Figure 1. Clock network drawn from the DEF.
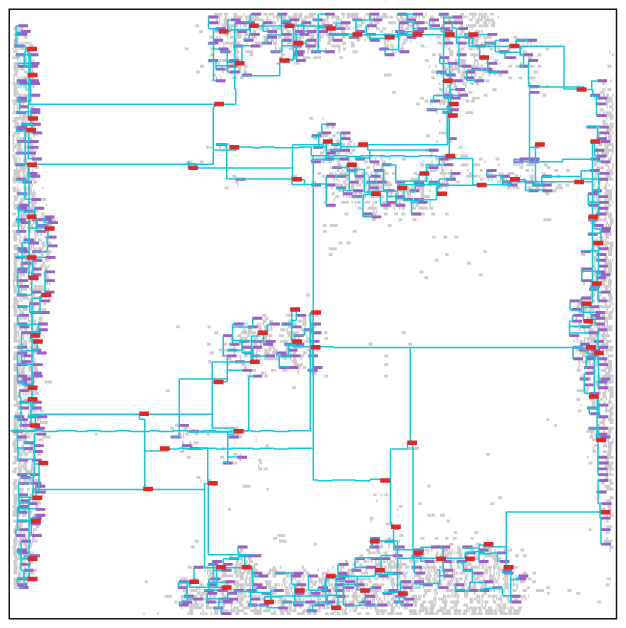
Figure 2. Placed standard cells.
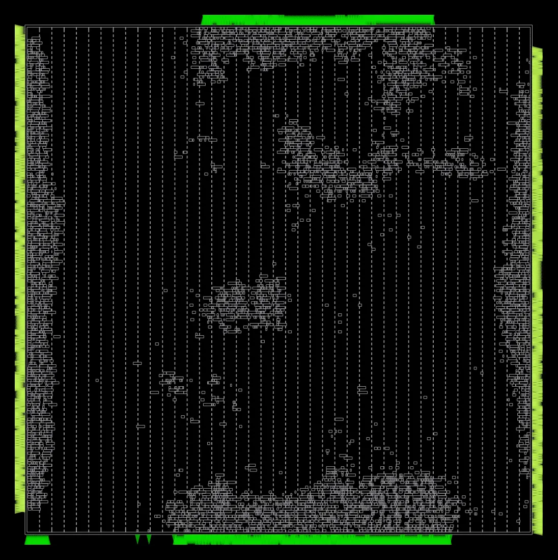
## config.mk

```make
export PLATFORM = sky130hd
export DESIGN_NAME = umi_host_agent
export DESIGN_NICKNAME = d
export VERILOG_FILES = /design/src/rtl/umi_host_agent.sv
export SDC_FILE = /design/constraint.sdc
export NUM_CORES = 1
export LEC_CHECK = 0
export ABC_AREA = 1
export CORE_AREA = 2 2 567 569
export CTS_CLUSTER_SIZE = 8
export DETAILED_ROUTE_END_ITERATION = 10
export DIE_AREA = 0 0 569 571
export SETUP_SLACK_MARGIN = 0.15
export SKIP_LAST_GASP = 1
export SYNTH_ARGS = -nofsm -noshare
export SYNTH_HDL_FRONTEND = slang
export SYNTH_SLANG_ARGS = --single-unit
export TNS_END_PERCENT = 10
```

## constraint.sdc

```tcl
create_clock -name clk -period 3.1 [get_ports clk]
set_clock_uncertainty 0.15 [all_clocks]
set_input_delay 0.775 -clock clk [delete_from_list [all_inputs] [get_ports clk]]
set_output_delay 0.775 -clock clk [all_outputs]
set_load 0.02 [all_outputs]
```

## src/rtl/umi_host_agent.sv

```systemverilog
// Single-outstanding UMI host agent: turns command-port reads/writes into UMI
// requests and returns the consistency-checked response on the result port.
module umi_host_agent #(
    parameter int              DW      = 256,
    parameter int              AW      = 64,
    parameter int              CW      = 32,
    parameter logic [AW-1:0]   SRCADDR = 64'h0,
    parameter int              TIMEOUT = 0
) (
    input  logic          clk,
    input  logic          nreset,
    input  logic          cmd_valid,
    output logic          cmd_ready,
    input  logic          cmd_write,
    input  logic [AW-1:0] cmd_addr,
    input  logic [2:0]    cmd_size,
    input  logic [7:0]    cmd_len,
    input  logic [DW-1:0] cmd_data,
    output logic          uhost_req_valid,
    input  logic          uhost_req_ready,
    output logic [CW-1:0] uhost_req_cmd,
    output logic [AW-1:0] uhost_req_dstaddr,
    output logic [AW-1:0] uhost_req_srcaddr,
    output logic [DW-1:0] uhost_req_data,
    input  logic          uhost_resp_valid,
    output logic          uhost_resp_ready,
    input  logic [CW-1:0] uhost_resp_cmd,
    input  logic [AW-1:0] uhost_resp_dstaddr,
    input  logic [AW-1:0] uhost_resp_srcaddr,
    input  logic [DW-1:0] uhost_resp_data,
    output logic          rsp_valid,
    input  logic          rsp_ready,
    output logic [DW-1:0] rsp_data,
    output logic          rsp_err,
    output logic [15:0]   stray_cnt
);

    localparam logic [4:0]  OP_REQ_READ   = 5'h01;
    localparam logic [4:0]  OP_REQ_WRITE  = 5'h03;
    localparam logic [4:0]  OP_RESP_READ  = 5'h02;
    localparam logic [4:0]  OP_RESP_WRITE = 5'h04;
    localparam bit          TMO_EN        = (TIMEOUT > 0);
    localparam logic [31:0] TMO_LAST      = (TIMEOUT > 0) ? 32'(TIMEOUT - 1) : 32'd0;

    typedef enum logic [1:0] {
        ST_IDLE = 2'd0,
        ST_REQ  = 2'd1,
        ST_WAIT = 2'd2,
        ST_DONE = 2'd3
    } state_t;

    function automatic logic [CW-1:0] req_cmd_word(input logic write,
                                                   input logic [2:0] size,
                                                   input logic [7:0] len);
        logic [CW-1:0] w;
        w       = {CW{1'b0}};
        w[4:0]  = write ? OP_REQ_WRITE : OP_REQ_READ;
        w[7:5]  = size;
        w[15:8] = len;
        w[22]   = 1'b1;
        w[23]   = 1'b1;
        return w;
    endfunction

    function automatic logic resp_bad(input logic          write,
                                      input logic [4:0]    op,
                                      input logic [AW-1:0] dst,
                                      input logic [AW-1:0] src,
                                      input logic [AW-1:0] req_dst);
        logic [4:0] exp_op;
        exp_op = write ? OP_RESP_WRITE : OP_RESP_READ;
        return (op != exp_op) || (dst != SRCADDR) || (src != req_dst);
    endfunction

    state_t        state_r, state_nxt_s;
    logic          cmd_ready_r, req_valid_r, resp_ready_r, rsp_valid_r;
    logic          cmd_ready_nxt_s, req_valid_nxt_s, resp_ready_nxt_s, rsp_valid_nxt_s;
    logic          write_r;
    logic [CW-1:0] req_cmd_r;
    logic [AW-1:0] req_dstaddr_r;
    logic [DW-1:0] req_data_r;
    logic [DW-1:0] rsp_data_r;
    logic          rsp_err_r;
    logic [15:0]   stray_cnt_r;
    logic [31:0]   tmo_cnt_r;
    logic          accept_s, resp_hs_s, capture_s, stray_s, tmo_hit_s;
    logic          unused_s;

    assign accept_s  = cmd_valid && cmd_ready_r;
    assign resp_hs_s = uhost_resp_valid && resp_ready_r;
    assign capture_s = resp_hs_s && (state_r == ST_WAIT);
    assign stray_s   = resp_hs_s && (state_r != ST_WAIT);
    assign tmo_hit_s = TMO_EN && (state_r == ST_WAIT) && (tmo_cnt_r == TMO_LAST);
    assign unused_s  = ^uhost_resp_cmd[CW-1:5];

    // State register
    always_ff @(posedge clk or negedge nreset) begin
        if (!nreset) begin
            state_r <= ST_IDLE;
        end else begin
            state_r <= state_nxt_s;
        end
    end

    // Next-state logic; a response in the expiry cycle takes priority over the timeout
    always_comb begin
        state_nxt_s = state_r;
        case (state_r)
            ST_IDLE: begin
                if (accept_s) state_nxt_s = ST_REQ;
                else          state_nxt_s = ST_IDLE;
            end
            ST_REQ: begin
                if (req_valid_r && uhost_req_ready) state_nxt_s = ST_WAIT;
                else                                state_nxt_s = ST_REQ;
            end
            ST_WAIT: begin
                if (resp_hs_s)      state_nxt_s = ST_DONE;
                else if (tmo_hit_s) state_nxt_s = ST_DONE;
                else                state_nxt_s = ST_WAIT;
            end
            ST_DONE: begin
                if (rsp_valid_r && rsp_ready) state_nxt_s = ST_IDLE;
                else                          state_nxt_s = ST_DONE;
            end
            default: state_nxt_s = ST_IDLE;
        endcase
    end

    // Output decode of the upcoming state, registered below
    always_comb begin
        cmd_ready_nxt_s  = 1'b0;
        req_valid_nxt_s  = 1'b0;
        resp_ready_nxt_s = 1'b0;
        rsp_valid_nxt_s  = 1'b0;
        case (state_nxt_s)
            ST_IDLE: begin
                cmd_ready_nxt_s  = 1'b1;
                resp_ready_nxt_s = 1'b1;
            end
            ST_REQ: begin
                req_valid_nxt_s  = 1'b1;
                resp_ready_nxt_s = 1'b1;
            end
            ST_WAIT: resp_ready_nxt_s = 1'b1;
            ST_DONE: rsp_valid_nxt_s  = 1'b1;
            default: begin
                cmd_ready_nxt_s  = 1'b0;
                resp_ready_nxt_s = 1'b0;
            end
        endcase
    end

    // Handshake output registers
    always_ff @(posedge clk or negedge nreset) begin
        if (!nreset) begin
            cmd_ready_r  <= 1'b0;
            req_valid_r  <= 1'b0;
            resp_ready_r <= 1'b0;
            rsp_valid_r  <= 1'b0;
        end else begin
            cmd_ready_r  <= cmd_ready_nxt_s;
            req_valid_r  <= req_valid_nxt_s;
            resp_ready_r <= resp_ready_nxt_s;
            rsp_valid_r  <= rsp_valid_nxt_s;
        end
    end

    // Request capture; fields stay frozen until the next accepted command
    always_ff @(posedge clk or negedge nreset) begin
        if (!nreset) begin
            write_r       <= 1'b0;
            req_cmd_r     <= {CW{1'b0}};
            req_dstaddr_r <= {AW{1'b0}};
            req_data_r    <= {DW{1'b0}};
        end else if (accept_s) begin
            write_r       <= cmd_write;
            req_cmd_r     <= req_cmd_word(cmd_write, cmd_size, cmd_len);
            req_dstaddr_r <= cmd_addr;
            req_data_r    <= cmd_write ? cmd_data : {DW{1'b0}};
        end
    end

    // Result capture from a checked response or from timeout expiry
    always_ff @(posedge clk or negedge nreset) begin
        if (!nreset) begin
            rsp_data_r <= {DW{1'b0}};
            rsp_err_r  <= 1'b0;
        end else if (capture_s) begin
            rsp_err_r  <= resp_bad(write_r, uhost_resp_cmd[4:0], uhost_resp_dstaddr,
                                   uhost_resp_srcaddr, req_dstaddr_r);
            rsp_data_r <= write_r ? {DW{1'b0}} : uhost_resp_data;
        end else if (tmo_hit_s) begin
            rsp_err_r  <= 1'b1;
            rsp_data_r <= {DW{1'b0}};
        end
    end

    // Timeout counter: held at zero in REQ so WAIT always starts from zero
    always_ff @(posedge clk or negedge nreset) begin
        if (!nreset) begin
            tmo_cnt_r <= 32'd0;
        end else if (state_r == ST_REQ) begin
            tmo_cnt_r <= 32'd0;
        end else if (TMO_EN && (state_r == ST_WAIT)) begin
            tmo_cnt_r <= tmo_cnt_r + 32'd1;
        end
    end

    // Saturating count of dropped out-of-window responses
    always_ff @(posedge clk or negedge nreset) begin
        if (!nreset) begin
            stray_cnt_r <= 16'd0;
        end else if (stray_s && (stray_cnt_r != 16'hFFFF)) begin
            stray_cnt_r <= stray_cnt_r + 16'd1;
        end
    end

    assign cmd_ready         = cmd_ready_r;
    assign uhost_req_valid   = req_valid_r;
    assign uhost_req_cmd     = req_cmd_r;
    assign uhost_req_dstaddr = req_dstaddr_r;
    assign uhost_req_srcaddr = SRCADDR;
    assign uhost_req_data    = req_data_r;
    assign uhost_resp_ready  = resp_ready_r;
    assign rsp_valid         = rsp_valid_r;
    assign rsp_data          = rsp_data_r;
    assign rsp_err           = rsp_err_r;
    assign stray_cnt         = stray_cnt_r;

endmodule

```

==> results.txt <==
impl run done, here's what came out: Top-area cell share 0.5872, dpl hpwl between 150000 and 200000 µm, Worst Tran Pin Value 0.7080 ns, status complete, no violations, Crit. End Element primary output, FP Core Util 0.08168, Die Width approximately 570 µm, initial antenna violation count 205, Critical R2R Launch uhost_req_cmd[1], P&R area growth vs syn 81.62%, fill count 36150, Fin Hold WS 0.3225 ns, clk root buf clkbuf_16, dpl cells 8533, Synth top cell by count nand2_1, CTS Sinks 612, largest net degree at the start of global routing roughly 110, DRT antenna net count 0, Avg Cell Area, Syn 8.441 µm², Critical Path Start Type register, Final period util 0.9844, Worst R2R End rsp_data[74], Synth area leader dfrtp_1, Placement Rows approximately 210, Slew HR 0.5265, drt first pass iters 6, HP Class in -> reg, max_cap viols 0, grt total ovfl 0, critical path's top delay family buffers and inverters, io pins between 1000 and 1500, share of cells above drive strength 1 0.05541, Synth Seq Share 0.5872, mapped cell area 26080 µm², Fin. Hold Viols 0, crit path DRT 2.17 ns, port bufs 1338, nets@finish 5188, routability cong. 0.9099, # Cells Yosys ~3100, Placed Area 44580 µm²
Back to the opening pictures, Figure 1:
- cells driving clock nets: red (count 97)
- clock wires: cyan (length 12900 µm)
- flip-flops: purple (count 612)
- flops lie: all over the die
Late-Pin Clk Latency: 0.81 ns
Power Clock: 9.86 mW

Back to the opening pictures, Figure 2:
FFs & Latches: 612
Core ar.: 319300 µm²
sequential cell area share: 0.3233
Finished Core Util: 0.1483

[cell families after synthesis]
| group | synth area share |
|---|---|
| DFF | 0.5872 |
| buffers and inverters | 0.07546 |
| adders and majority gates | 0.0004797 |
| xor gates and xnor gates | 0.008348 |
| and+or+nand+nor | 0.2169 |
| AOI/OAI and AO/OA | 0.1114 |
| other | 0.0001438 |
[routing by layer]
metal  part of all wire  track usage  wire length, µm
met4              0.034      0.03631             7254
met1               0.33       0.1219            70760
met2               0.47       0.2105            99050
met5             0.0019            0              408
met3               0.16      0.08976            34200
[tightest hold or removal path: cells and delay by family]
kind	cells	cell delay, ns
AOI/OAI and AO/OA	1	0.06
buffers and inverters	1	0.15
and+or+nand+nor	1	0.11
[worst max-delay path by stage]
| stage | startpoint | to | slack (ns) | depth (start not counted) |
|---|---|---|---|---|
| finish | uhost_req_dstaddr[28] | uhost_req_dstaddr[28] | 0.05 | 1 |
| global route | uhost_req_data[251] | uhost_req_data[251] | 0.0009 | 1 |
| CTS | uhost_req_dstaddr[60] | uhost_req_dstaddr[60] | -0.02 | 1 |
| detailed placement | uhost_resp_srcaddr[45] | rsp_err | 0.35 | 9 |
| global placement | uhost_resp_srcaddr[10] | rsp_err | 0.33 | 9 |
| floorplan | cmd_valid | uhost_req_cmd[1] | 1.26 | 6 |
[cell type report]
type                    instances  area (µm²)  area share
clock buffers                 112        2544     0.05370
repair buffers               1436       14470      0.3055
multi-input cells            2169        9112      0.1924
well taps                    4200        5255      0.1109
clock inverters                12       115.1    0.002430
diodes                         43       107.6    0.002272
flip-flops and latches        612       15310      0.3233
inverters                     117       446.7    0.009430
[where the power goes]
part | switching, mW | internal [mW]
Sequential | 2.53 | 11.8
Clock | 4.16 | 5.70
Combinational | 14.8 | 9.23
Total | 21.5 | 26.7
[what timing repair did]
action,CTS,global route
gates resized,15,12
cloned,0,0
endpoints found under the hold margin,11,0
pin swaps,0,0
setup endpoints to repair,158,129
hold buffers,1,0
[flip-flops by register name, indices dropped and copies added (netlist names)]
signal / count
uhost_req_cmd: 13
stray_cnt: 16
uhost_req_dstaddr: 64
uhost_req_valid: 1
rsp_data: 256
uhost_resp_ready: 1
rsp_valid: 1
state_r: 2
uhost_req_data: 256
cmd_ready: 1
rsp_err: 1
[stage by stage]
stage,setup TNS [ns],worst slack (ns)
2_1_floorplan,0,1.264
3_3_place_gp,0,0.3348
3_5_place_dp,0,0.3507
4_1_cts,-0.06339,-0.01556
5_1_grt,0,0.0008868
6_report,0,0.04824
[cells in the final DEF (no fill, tap or decap), types with 2 or more instances in the layout]
cell type,synthesis,layout
nand2_1,1363,1363
clkdlybuf4s50_1,0,1292
dfrtp_1,612,612
o21ai_0,575,575
inv_1,116,115
clkbuf_16,0,97
nor2_1,86,86
buf_4,86,85
conb_1,1,81
diode_2,0,43
buf_12,0,29
dlygate4sd2_1,0,15
xnor2_1,14,14
dlymetal6s2s_1,0,12
nand3_1,9,9
xor2_1,9,9
clkbuf_1,103,9
nand4_1,7,7
clkbuf_8,0,6
nor3_1,5,5
clkinv_2,0,4
nand2_2,4,3
or2_2,3,3
clkinvlp_4,0,3
a21oi_1,2,2
nor2_2,2,2
clkinv_4,0,2
buf_8,0,2
Power figures rest on the tool's default switching activity, not on a simulated workload.
